File: config.mk
export PLATFORM = sky130hd
export DESIGN_NAME = hazard_unit
export DESIGN_NICKNAME = d
export VERILOG_FILES = /design/src/rtl/hazard_pkg.sv /design/src/rtl/md_busy_timer.sv /design/src/rtl/hazard_unit.sv
export SDC_FILE = /design/constraint.sdc
export NUM_CORES = 1
export LEC_CHECK = 0
export CORE_MARGIN = 8
export CORE_UTILIZATION = 29
export CTS_CLUSTER_DIAMETER = 60
export DETAILED_ROUTE_END_ITERATION = 7
export MAX_ROUTING_LAYER = met4
export PLACE_DENSITY = 0.76
export SYNTH_ARGS = -nofsm -noshare
export SYNTH_HDL_FRONTEND = slang
export SYNTH_SLANG_ARGS = --single-unit
File: constraint.sdc
create_clock -name clk -period 1.4 [get_ports clk]
set_input_delay 0.28 -clock clk [delete_from_list [all_inputs] [get_ports clk]]
set_output_delay 0.28 -clock clk [all_outputs]
set_load 0.1 [all_outputs]
File: src/rtl/hazard_pkg.sv
// Shared encodings and defaults for the D-stage hazard controller.
// Imported by hazard_unit and md_busy_timer.
package hazard_pkg;

    // Multiply/divide operation selector, valid alongside MDStart
    typedef enum logic {
        MD_MUL = 1'b0,
        MD_DIV = 1'b1
    } md_op_e;

    // Default MD unit latencies
    localparam int unsigned DEF_MUL_CYCLES = 5;
    localparam int unsigned DEF_DIV_CYCLES = 10;

    // Default width of Tuse/Tnew values
    localparam int unsigned DEF_TW = 3;

    // Larger of two latencies, used to size the busy counter
    function automatic int unsigned max_u(
        input int unsigned a,
        input int unsigned b
    );
        return (a > b) ? a : b;
    endfunction

endpackage

File: src/rtl/md_busy_timer.sv
// Busy countdown for the multi-cycle multiply/divide unit.
// Loads on a start while idle, then counts down to zero.
module md_busy_timer
    import hazard_pkg::*;
#(
    parameter int unsigned MUL_CYCLES = DEF_MUL_CYCLES,
    parameter int unsigned DIV_CYCLES = DEF_DIV_CYCLES
) (
    input  logic clk,
    input  logic reset,
    input  logic MDStart,
    input  logic MDOp,
    output logic MDBusy
);

    localparam int unsigned MAXC = max_u(MUL_CYCLES, DIV_CYCLES);
    localparam int unsigned CW   = $clog2(MAXC + 1);

    logic [CW-1:0] count_q;
    logic [CW-1:0] count_d;
    logic [CW-1:0] load_val;
    logic          idle;

    assign idle     = (count_q == '0);
    assign load_val = (md_op_e'(MDOp) == MD_DIV) ? CW'(DIV_CYCLES)
                                                 : CW'(MUL_CYCLES);

    // Next count: a start while busy is ignored and the countdown continues
    always_comb begin
        count_d = count_q;
        if (MDStart && idle) begin
            count_d = load_val;
        end else if (!idle) begin
            count_d = count_q - CW'(1);
        end
    end

    // Counter register, cleared by reset with no residual busy
    always_ff @(posedge clk) begin
        if (reset) begin
            count_q <= '0;
        end else begin
            count_q <= count_d;
        end
    end

    assign MDBusy = !idle;

endmodule

File: src/rtl/hazard_unit.sv
// D-stage hazard/stall controller: GPR Tuse/Tnew, eret/EPC and MD busy stalls.
// Define HAZARD_PERF_EN to build the saturating stall-cycle counter.
module hazard_unit
    import hazard_pkg::*;
#(
    parameter int unsigned NSTAGE     = 2,
    parameter int unsigned TW         = DEF_TW,
    parameter int unsigned MUL_CYCLES = DEF_MUL_CYCLES,
    parameter int unsigned DIV_CYCLES = DEF_DIV_CYCLES,
    parameter int unsigned CNT_W      = 32
) (
    input  logic                  clk,
    input  logic                  reset,
    input  logic [TW-1:0]         TUseRs,
    input  logic [4:0]            Rs,
    input  logic [TW-1:0]         TUseRt,
    input  logic [4:0]            Rt,
    input  logic                  DUseMD,
    input  logic                  DEret,
    input  logic [NSTAGE*TW-1:0]  StageTNew,
    input  logic [NSTAGE*5-1:0]   StageRegDst,
    input  logic [NSTAGE-1:0]     StageWriteRegEn,
    input  logic [NSTAGE-1:0]     StageWriteEPC,
    input  logic                  MDStart,
    input  logic                  MDOp,
    output logic                  Stall,
    output logic                  MDBusy,
    output logic [CNT_W-1:0]      StallCount
);

    logic [NSTAGE-1:0] rs_haz;
    logic [NSTAGE-1:0] rt_haz;
    logic              gpr_stall;
    logic              eret_stall;
    logic              md_stall;

    // Per-stage comparison; $0 never produces a hazard
    for (genvar i = 0; i < NSTAGE; i++) begin : g_stage
        logic [TW-1:0] tnew;
        logic [4:0]    dst;

        assign tnew = StageTNew[i*TW +: TW];
        assign dst  = StageRegDst[i*5 +: 5];

        assign rs_haz[i] = StageWriteRegEn[i] && (dst == Rs)
                        && (Rs != 5'd0) && (TUseRs < tnew);
        assign rt_haz[i] = StageWriteRegEn[i] && (dst == Rt)
                        && (Rt != 5'd0) && (TUseRt < tnew);
    end

    md_busy_timer #(
        .MUL_CYCLES (MUL_CYCLES),
        .DIV_CYCLES (DIV_CYCLES)
    ) u_md_timer (
        .clk     (clk),
        .reset   (reset),
        .MDStart (MDStart),
        .MDOp    (MDOp),
        .MDBusy  (MDBusy)
    );

    // Combine all stall sources; no registered delay on Stall
    always_comb begin
        gpr_stall  = (|rs_haz) || (|rt_haz);
        eret_stall = DEret && (|StageWriteEPC);
        md_stall   = DUseMD && (MDBusy || MDStart);
        Stall      = gpr_stall || eret_stall || md_stall;
    end

`ifdef HAZARD_PERF_EN
    logic [CNT_W-1:0] stall_cnt_q;
    logic [CNT_W-1:0] stall_cnt_d;

    // Saturating count of stalled cycles
    always_comb begin
        stall_cnt_d = stall_cnt_q;
        if (Stall && !(&stall_cnt_q)) begin
            stall_cnt_d = stall_cnt_q + CNT_W'(1);
        end
    end

    // Counter register
    always_ff @(posedge clk) begin
        if (reset) begin
            stall_cnt_q <= '0;
        end else begin
            stall_cnt_q <= stall_cnt_d;
        end
    end

    assign StallCount = stall_cnt_q;
`else
    assign StallCount = '0;
`endif

endmodule
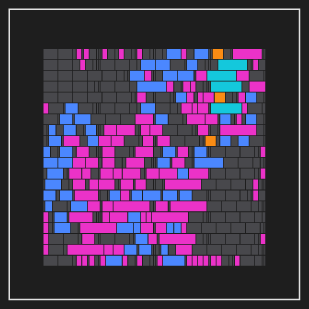
Figure 1: cell classes on the final placement.
Drawn at 4 px/um. Fill, decap, tap and diode cells in gray.
legend:
  blue:
    class: other buffers and delay cells
    cells: 58
    share_of_their_area: 34%
  orange:
    class: clock drivers
    cells: 3
    share_of_their_area: 1.4%
  magenta:
    class: combinational and other logic
    cells: 111
    share_of_their_area: 59%
  cyan:
    class: flops
    cells: 4
    share_of_their_area: 5.3%
cell area after layout: 1610 um2
placeable core area: 3030 um2
fraction of area in registers: 5.13%
row count: 20
fin util: 53.1%

==> results.txt <==
Update from the flow run.

The die is 72.2 um wide. The post-synth tally of flip-flops with integrated enable is 0. The classification of the worst-slack hold path is flop to flop. The total of plain and repair buffers excluding clock buffers is 58. The power dissipated in the clock network is 0.141 mW. Among all flip-flop cells after synthesis, the most frequent one is sky130_fd_sc_hd__dfxtp_1. The most frequently used cell type in the post-synthesis netlist is sky130_fd_sc_hd__buf_4. The category of the worst setup path capture point is an output pin. Before antenna repair, the detailed router went through 3 iterations.

Clock tree buffers and inverters occupy 1.40% of the routed design's cell area. In the final layout, the registers with the most flip-flops are u_md_timer.count_q: 4 flops. In this run, post-CTS hold repair placed 0 buffers.

According to the finish report, the design has a final net count of 230. The synthesis report lists the most area-consuming cells as sky130_fd_sc_hd__buf_4 26%, sky130_fd_sc_hd__xnor2_1 17%, sky130_fd_sc_hd__ha_1 14%. Synthesis handed over a netlist of 116 instances.

The highest fanout seen on the critical path is 2. The starting density of the core is 30.2%. The number of logic inverters in the finished layout is 7. Summed over all routing layers, the global router reports a total usage of 10.8%.

The checks that failed: negative setup slack. The switching part of the total is 55.0%. The wire-length estimate of the detail-placed layout is 2450 um. The register with the most flip-flops in the layout has 4 of them.

The least setup slack across all paths after layout is -0.431 ns. STA puts the critical path data arrival time at 1.55 ns. The number of antenna cells inserted is 0. The wire length of the first global-routing pass is 4420 um. The layout has 3 clock buffers. Setup repair after global routing could not meet its margin everywhere.

Per the synth stats, the proportion of register bits with asynchronous set or reset is 0%. Post-synthesis, Yosys gives the total cell area as 916 um2. The longest clock path from root to sink contains 2 buffers. The synthesis run shows the most used standard cells to be 32 x sky130_fd_sc_hd__buf_4, 18 x sky130_fd_sc_hd__xnor2_1, 10 x sky130_fd_sc_hd__ha_1. The run finished, with violations left. The placed instance count is 214. The pin count of the biggest net entering global routing is 5. The internal portion of the total power is 0.819 mW. The tree is rooted in a sky130_fd_sc_hd__clkbuf_4. Ranked by power, first place goes to combinational cells. The combinational group share of total power is 80.9%. The multi-input logic portion of the cell area is 54.7%. Per the layout report, the design carries 299 filler cells. For this design, Yosys synthesis ends with a cell count of 116.

The yosys synthesis warning count is 0. Per the post-place timing report, worst setup slack is -0.924 ns. As reported, the later end of the worst-skew pair has a clock insertion delay of 0.23 ns. The gate-level netlist out of Yosys references 23 unique cell types.

The well tap count is 44. The power consumption is 1.82 mW. The sequential cell area in the final layout is 82.6 um2. Leaving out fill and tap cells, the most frequent cells in the layout are 32 x sky130_fd_sc_hd__conb_1, 17 x sky130_fd_sc_hd__dlygate4sd2_1, 16 x sky130_fd_sc_hd__xnor2_1. Sequential power for this build is 0.207 mW. The area growth from synthesis to layout is 75.7%. The class occupying the most area after layout is reported as combinational gates. The TritonCTS sink count is 4. The script logs the ratio of routed vias to standard cells as 4.00. The period utilization is 131%. The number of max-capacitance violations reported is 0. The script extracted a net switching power of 1.00 mW. The flop count is 4. Global routing finished with a remaining overflow of 0. At the end of routability-driven placement, the weighted congestion stood at 0.776. The average routed wire per standard cell is 12.7 um. The clock network accounts for 7.8% of the total power. The final report lists a non-filler cell total of 220. The final worst hold slack is 0.589 ns.

The number of antenna violations at the first check in global routing is 0. The most flop-heavy register is u_md_timer.count_q. The number of combinational gates with multiple inputs is 104. The number of primary I/O pins is 76. The die covers 5210 um2. The total number of H-tree levels is 1. The count of tool warnings is 30. The CTS tree is yes. The shortest period the worst path allows is 1.83 ns. The total combinational power is 1.47 mW. Per the detail_route report, DRC violations left total 0. Data on the critical path is required at its endpoint by 1.12 ns. The final hold violation count recorded for this run is 0. The number of global-route vias before repair is 1001.

The post-synthesis average cell area is 7.90 um2. The count of endpoints failing setup in the final report is 1. On the reported timing paths, the clock transition at the registers reads 0.04 ns. The register share after synthesis is 8.74%. The data-path buffer share of cell area in the final layout is 33.0%. Per the synth log, the flip-flop and latch total comes to 4. Sequential cells account for 11.4% of the total power. In this run the power density over the cells is 1130 nW/um2. After detailed placement, the total cell area comes to 1420 um2. The worst IR drop on VDD is 0.000389 V. The top cell type in the final layout, fill and taps aside, is sky130_fd_sc_hd__conb_1.

The total of buffers placed on input and output ports is 43. The initial DRC count is 14. After layout, the setup clock skew is reported as 0.00491 ns. The category of the most critical setup path is input pin to output pin.
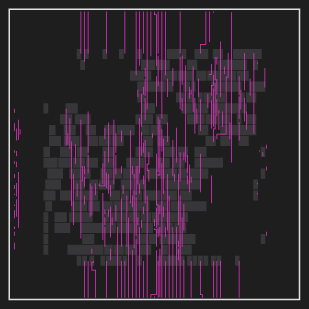
Figure 2: met2 routing.
Drawn at 4 px/um. Cells faint in the background.
nets with wire on the layer: 200
wire length on this layer: 1590 um
longest straight run: 37.4 um
aggregate routed wire length: 2790 um
met2 global-route usage: 21.4%
via total after detailed routing: 880

worst max-delay path: stages:
cell	delay [ns]
sky130_fd_sc_hd__dlygate4sd2_1	0.27
sky130_fd_sc_hd__xnor2_1	0.16
sky130_fd_sc_hd__nand4_1	0.15
sky130_fd_sc_hd__a211oi_2	0.27
sky130_fd_sc_hd__o22ai_2	0.11
sky130_fd_sc_hd__nand4_1	0.12
sky130_fd_sc_hd__buf_12	0.19
per-layer routing:
layer  up-vias  share of wire (%)  GRT usage, %
met3         0                3.8          1.52
met1       388                 39          10.5
li1        461                  -             -
met5         -                  0             -
met4         0                  0          3.40
met2        31                 57          21.4
path summary, 6_finish.rpt:
path                                                          from                                 end  slack, ns  cells after the start
worst max-delay path                                StageRegDst[6]                               Stall      -0.43                      7
worst min-delay path            u_md_timer.count_q[1]$_SDFFE_PP0P_  u_md_timer.count_q[1]$_SDFFE_PP0P_       0.59                      3
worst max register to register  u_md_timer.count_q[0]$_SDFFE_PP0P_  u_md_timer.count_q[0]$_SDFFE_PP0P_       0.13                      7
worst min register to register  u_md_timer.count_q[1]$_SDFFE_PP0P_  u_md_timer.count_q[1]$_SDFFE_PP0P_       0.59                      3
timing repair:
item | CTS | global route
setup buffers | 2 | 1
endpoints found under the setup margin | 2 | 2
resized | 102 | 11
cloned | 0 | 0
pin swaps | 25 | 7
cells by family (layout without fill, tap and decap cells):
kind of cell | Yosys count | count (layout) | share of synthesized area [%]
fa+ha+maj | 10 | 10 | 13.7
simple gates | 21 | 21 | 13.7
other cells | 1 | 32 | 0.409
flops | 4 | 4 | 8.74
xor+xnor | 22 | 22 | 21.0
buf+inv | 39 | 68 | 29.1
compound gates | 19 | 19 | 13.4
Power is estimated from default activity; no workload was simulated.
